--- config.mk ---
export PLATFORM = sky130hd
export DESIGN_NAME = nibble_serial_adder_seq
export DESIGN_NICKNAME = d
export VERILOG_FILES = /design/src/rtl/nibble_serial_adder_seq.sv
export SDC_FILE = /design/constraint.sdc
export NUM_CORES = 1
export LEC_CHECK = 0
export CELL_PAD_IN_SITES_DETAIL_PLACEMENT = 0
export CELL_PAD_IN_SITES_GLOBAL_PLACEMENT = 1
export CORE_MARGIN = 4
export CORE_UTILIZATION = 40
export CTS_BUF_LIST = sky130_fd_sc_hd__clkbuf_4 sky130_fd_sc_hd__clkbuf_8
export DETAILED_ROUTE_END_ITERATION = 6
export PLACE_DENSITY = 0.86
export SETUP_SLACK_MARGIN = 0.1
export SYNTH_ARGS = -nofsm -noshare
export SYNTH_HDL_FRONTEND = slang
export SYNTH_HIERARCHICAL = 1
export SYNTH_SLANG_ARGS = --single-unit
--- constraint.sdc ---
create_clock -name CLK -period 2.9 [get_ports CLK]
set_input_delay 0.58 -clock CLK [delete_from_list [all_inputs] [get_ports CLK]]
set_output_delay 0.58 -clock CLK [all_outputs]
set_load 0.03 [all_outputs]
--- src/rtl/nibble_serial_adder_seq.sv ---
// Purpose : NIBBLES x 4-bit add/subtract done serially through one shared 4-bit adder, LS nibble first.
// Latency : START accepted at edge t -> BUSY for NIBBLES cycles -> DONE pulse and Q/flags valid at t+NIBBLES+1.
// Backpr. : no queueing; START is only sampled in IDLE or DONE, and is ignored while BUSY.
//
// Ports:
//   CLK, RESET      clock (rising edge) and synchronous active-high reset
//   START           request; sampled in IDLE or DONE, together with SUB, CIN, A, B
//   SUB, CIN        0 = add / 1 = subtract; carry-in (add) or borrow-in (subtract)
//   A, B            W-bit operands, W = 4*NIBBLES
//   BUSY, DONE      processing indicator; one-cycle completion pulse
//   Q, CO, V, Z     result, carry/borrow-out, signed overflow, zero flag (held until next completion)

// 4-bit full-adder macro shared by every nibble of the serial operation.
module fulladd4 (
    input  logic [3:0] a,
    input  logic [3:0] b,
    input  logic       ci,
    output logic [3:0] q,
    output logic       co
);
    assign {co, q} = {1'b0, a} + {1'b0, b} + {4'b0000, ci};
endmodule

module nibble_serial_adder_seq #(
    parameter int NIBBLES = 4
) (
    input  logic                 CLK,
    input  logic                 RESET,
    input  logic                 START,
    input  logic                 SUB,
    input  logic                 CIN,
    input  logic [4*NIBBLES-1:0] A,
    input  logic [4*NIBBLES-1:0] B,
    output logic                 BUSY,
    output logic                 DONE,
    output logic [4*NIBBLES-1:0] Q,
    output logic                 CO,
    output logic                 V,
    output logic                 Z
);
    localparam int W     = 4 * NIBBLES;
    localparam int IDX_W = (NIBBLES > 2) ? $clog2(NIBBLES) : 1;
    localparam logic [IDX_W-1:0] LAST_IDX = IDX_W'(NIBBLES - 1);

    typedef enum logic [1:0] {
        ST_IDLE = 2'd0,
        ST_RUN  = 2'd1,
        ST_DONE = 2'd2
    } state_t;

    state_t state;
    state_t state_nxt;

    logic [W-1:0]     sa;       // operand A, shifted right one nibble per RUN cycle
    logic [W-1:0]     sb;       // operand B (pre-inverted for subtract), shifted likewise
    logic [W-5:0]     wr;       // completed nibbles; the final nibble is appended at completion
    logic             c;        // carry between nibbles
    logic             mode;     // latched SUB
    logic [IDX_W-1:0] idx;

    logic [3:0]       add_q;
    logic             add_co;
    logic [W-1:0]     wr_full;  // working register with the current adder nibble on top
    logic             accept;
    logic             last;

    fulladd4 u_fulladd4 (
        .a  (sa[3:0]),
        .b  (sb[3:0]),
        .ci (c),
        .q  (add_q),
        .co (add_co)
    );

    assign wr_full = {add_q, wr};
    assign accept  = START && ((state == ST_IDLE) || (state == ST_DONE));
    assign last    = (state == ST_RUN) && (idx == LAST_IDX);

    // State register
    always_ff @(posedge CLK) begin
        if (RESET) begin
            state <= ST_IDLE;
        end else begin
            state <= state_nxt;
        end
    end

    // Next-state logic
    always_comb begin
        state_nxt = state;
        case (state)
            ST_IDLE: if (START) state_nxt = ST_RUN;
            ST_RUN:  if (idx == LAST_IDX) state_nxt = ST_DONE;
            ST_DONE: state_nxt = START ? ST_RUN : ST_IDLE;
            default: state_nxt = ST_IDLE;
        endcase
    end

    // Output logic
    always_comb begin
        BUSY = (state == ST_RUN);
        DONE = (state == ST_DONE);
    end

    // Datapath and result/flag registers
    always_ff @(posedge CLK) begin
        if (RESET) begin
            sa   <= '0;
            sb   <= '0;
            wr   <= '0;
            c    <= 1'b0;
            mode <= 1'b0;
            idx  <= '0;
            Q    <= '0;
            CO   <= 1'b0;
            V    <= 1'b0;
            Z    <= 1'b0;
        end else if (accept) begin
            sa   <= A;
            sb   <= SUB ? ~B : B;
            // Subtract is A + ~B + ~borrow_in.
            c    <= SUB ? ~CIN : CIN;
            mode <= SUB;
            idx  <= '0;
            wr   <= '0;
        end else if (state == ST_RUN) begin
            sa  <= {4'b0000, sa[W-1:4]};
            sb  <= {4'b0000, sb[W-1:4]};
            wr  <= wr_full[W-1:4];
            c   <= add_co;
            idx <= idx + IDX_W'(1);
            if (last) begin
                Q  <= wr_full;
                // In subtract mode the adder carry is the inverse of the borrow.
                CO <= mode ^ add_co;
                // Sign bits of this nibble are the operand sign bits (sb already inverted).
                V  <= (sa[3] == sb[3]) && (add_q[3] != sa[3]);
                Z  <= (wr_full == '0);
            end
        end
    end
endmodule

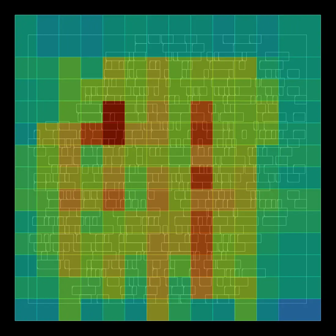
**Above:** routing congestion.
GRT met1 Usage: 20.8%
M2 GR Usage: 24.0%
final core occ: 52.9%
busiest grt layer: met2

==> Slide: Implementation Results <==
Flow Results at a Glance

Global routing
  • Antenna violations before repair: 0
  • Vias in the first global route: roughly 2400
  • Remaining Overflow, GRT: 0
  • Largest net degree at the start of global routing: ~48
  • GRT Total Usage: between 15 and 20%
  • Met3 Resource Use GR: approximately 3.3%

Worst setup path
  • Crit path cell chain: nor2b_1 -> clkdlybuf4s50_1
  • Critical Path Start: state[1]$_SDFFE_PP0P_
  • Worst r2r src: sa[0]$_SDFFE_PP0P_
  • Type of origin of the critical path: register
  • Crit path to: DONE
  • Crit. path cell count: 2
  • CP Class: register to output port
  • CP Capture Type: output port
  • Worst Path Arrival: 1.53 ns
  • Crit Reg-Reg Endpoint: V$_SDFFE_PP0P_
  • CP top delay family: buffers and inverters
  • CP max-delay cell: clkdlybuf4s50_1
  • Worst path bufs/invs: 1
  • R2R cell count: 6

Routing
  • Antenna violation net count after detailed routing: 0
  • WL met2: 3.14 mm
  • Met1 wire length: roughly 3.3 mm
  • Starting DRT DRC Count: approximately 120
  • Vias/cell: roughly 5
  • DRT Pass-1 Iters: 4
  • WL per Instance: 13.2 um
  • DRC viols: 0
  • Vias: between 2000 and 3000
  • Detailed-routed wire length on met3: slightly above 300 um
  • WL final: a little under 7 mm

Die
  • Die H: 96.0 um
  • Core Box Area: around 7400 sq um
  • Die area: between 9000 and 10000 sq um
  • Rows: 31
  • Die W: around 96 um
  • FP Core Util: between 40% and 50%
  • Io pins: slightly below 60

Power and ir drop
  • Gate power share: 14.3%
  • Sw Share: between 20% and 30%
  • P_leak: 0.00136 uW
  • Clock Power: around 870 uW
  • Clock share of power: roughly 39%
  • Power Dens Cells: between 500 and 600 nW/um^2
  • Pwr top: sequential cells
  • Power Internal: 1620 uW
  • Comb. pwr: 316 uW
  • VDD IR-drop max: 244 uV

Worst hold path
  • Hold endpoint: Q[4]$_SDFFE_PP0P_
  • Hold Path Depth: 2

Placement
  • Port bufs: about 57
  • Final Wtd Congestion: ~0.76
  • Detail Placement HPWL: 4.62 mm

Clock network
  • Clk_lat worst skew: between 0.3 and 0.4 ns
  • Setup Buffers After CTS: 0
  • Clock-pin slew on the worst setup and hold paths: 0.08 ns
  • H-tree depth: 3
  • Num Clock Sinks: a little under 70
  • CTS tree: yes
  • CTS buffer count: 9
  • Post_cts resized: 0
  • Clk buf depth: 2

Timing
  • Hold slack: about 0.46 ns
  • Final count of hold timing violations: 0
  • RSZ-0062 raised after global routing: false
  • Final clock skew: 0.00529 ns
  • Total negative slack: 0 ns
  • Max-slew violations: 0
  • Setup Viol. Count Final: 0
  • Max_slew headroom: between 50% and 60%
  • Tightest Pin Transition: roughly 0.7 ns
  • Tmin final: roughly 2.1 ns
  • Fin crit share: 72.9%

Synth
  • Ys Warns: 6
  • Mapped Cells: ~360
  • Synth Flop Type: dfxtp_1
  • Adder-Cell Fraction of Synth Area: between 2 and 3%
  • Cell Type Count: 35
  • Mux cell area share: 0%
  • Syn_nets: 406
  • Post-Syn Area: between 3000 and 4000 sq um
  • Seq share, synth: between 40 and 50%
  • Async S/R FF share, synth: 0%
  • XOR Share, Synth: under 10%
  • Synth Area in Compound Gates: a little under a fifth
  • Flip-flops with a built-in enable: 0
  • Mean Syn Cell Area: between 8 and 9 sq um

Job
  • Tool warnings: 26
  • Max Cap Viol: 0

Cells and area
  • Final net count: around 450
  • Share of layout cells above drive strength 1: 11.1%
  • Most numerous logic cells after layout: 98 x nand2_1, 69 x dfxtp_1, 55 x clkdlybuf4s50_1
  • Commonest Layout Cell: nand2_1
  • # fillers: approximately 750

Status
  • Status: complete, no violations
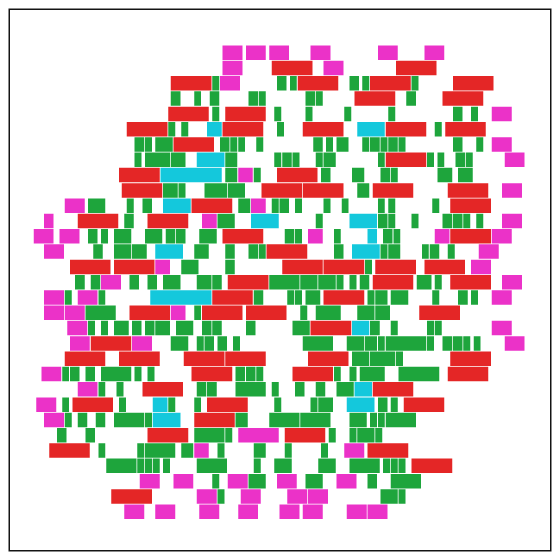
**Above:** cell classes on the final placement.
| class | color | cells | share of their area |
|---|---|---|---|
| combinational and other logic | green | 265 | 41% |
| clock drivers and dummy loads | cyan | 16 | 5.9% |
| sequential cells | red | 69 | 37% |
| remaining buffers and delay cells | magenta | 65 | 17% |

==> sequential cells by signal, summed over array words and instances, names as in the netlist <==
name   count
state      2
CO         1
Z          1
c          1
sa        16
idx        2
mode       1
Q         16
V          1
wr        12
sb        16
==> area by class of cell <==
cell class | instances | area, sq um | share of cell area (%)
multi-input combinational | 260 | 1520 | 39.0
sequential | 69 | 1380 | 35.4
timing repair buffer | 65 | 636 | 16.3
clock buffer | 9 | 124 | 3.18
tap | 99 | 124 | 3.18
clock inverter | 7 | 97.6 | 2.50
inverter | 5 | 18.8 | 0.481
==> per-stage QoR <==
stage	setup slack, ns	power [uW]	area (sq um)	utilization [%]
after floorplan	0.998	1260	3100	-
after global placement	0.706	1360	3680	49.9
after detailed placement	0.641	1360	3680	49.9
after CTS	0.746	2230	3900	52.9
after global routing	0.617	2300	3900	52.9
final	0.786	2210	3900	52.9
==> cell usage after synthesis, types with 2 or more instances <==
| library cell | number | area [sq um] |
|---|---|---|
| inv_1 | 4 | 15.0 |
| dfxtp_1 | 69 | 1380 |
| o22ai_1 | 3 | 18.8 |
| clkbuf_1 | 4 | 15.0 |
| a311oi_2 | 15 | 225 |
| nand3b_1 | 2 | 15.0 |
| buf_6 | 3 | 33.8 |
| xnor2_1 | 4 | 35.0 |
| a21oi_1 | 45 | 225 |
| buf_2 | 14 | 70.1 |
| nor4_1 | 4 | 25.0 |
| ha_1 | 4 | 50.1 |
| a22oi_1 | 7 | 52.6 |
| nor2b_1 | 3 | 18.8 |
| nor3_1 | 6 | 30.0 |
| buf_4 | 8 | 60.1 |
| nor2_1 | 20 | 75.1 |
| fa_1 | 2 | 40.0 |
| nand3_1 | 15 | 75.1 |
| nand2_1 | 98 | 368 |
| nand2b_1 | 3 | 18.8 |
| xor2_1 | 17 | 149 |
Power is estimated from default activity; no workload was simulated.
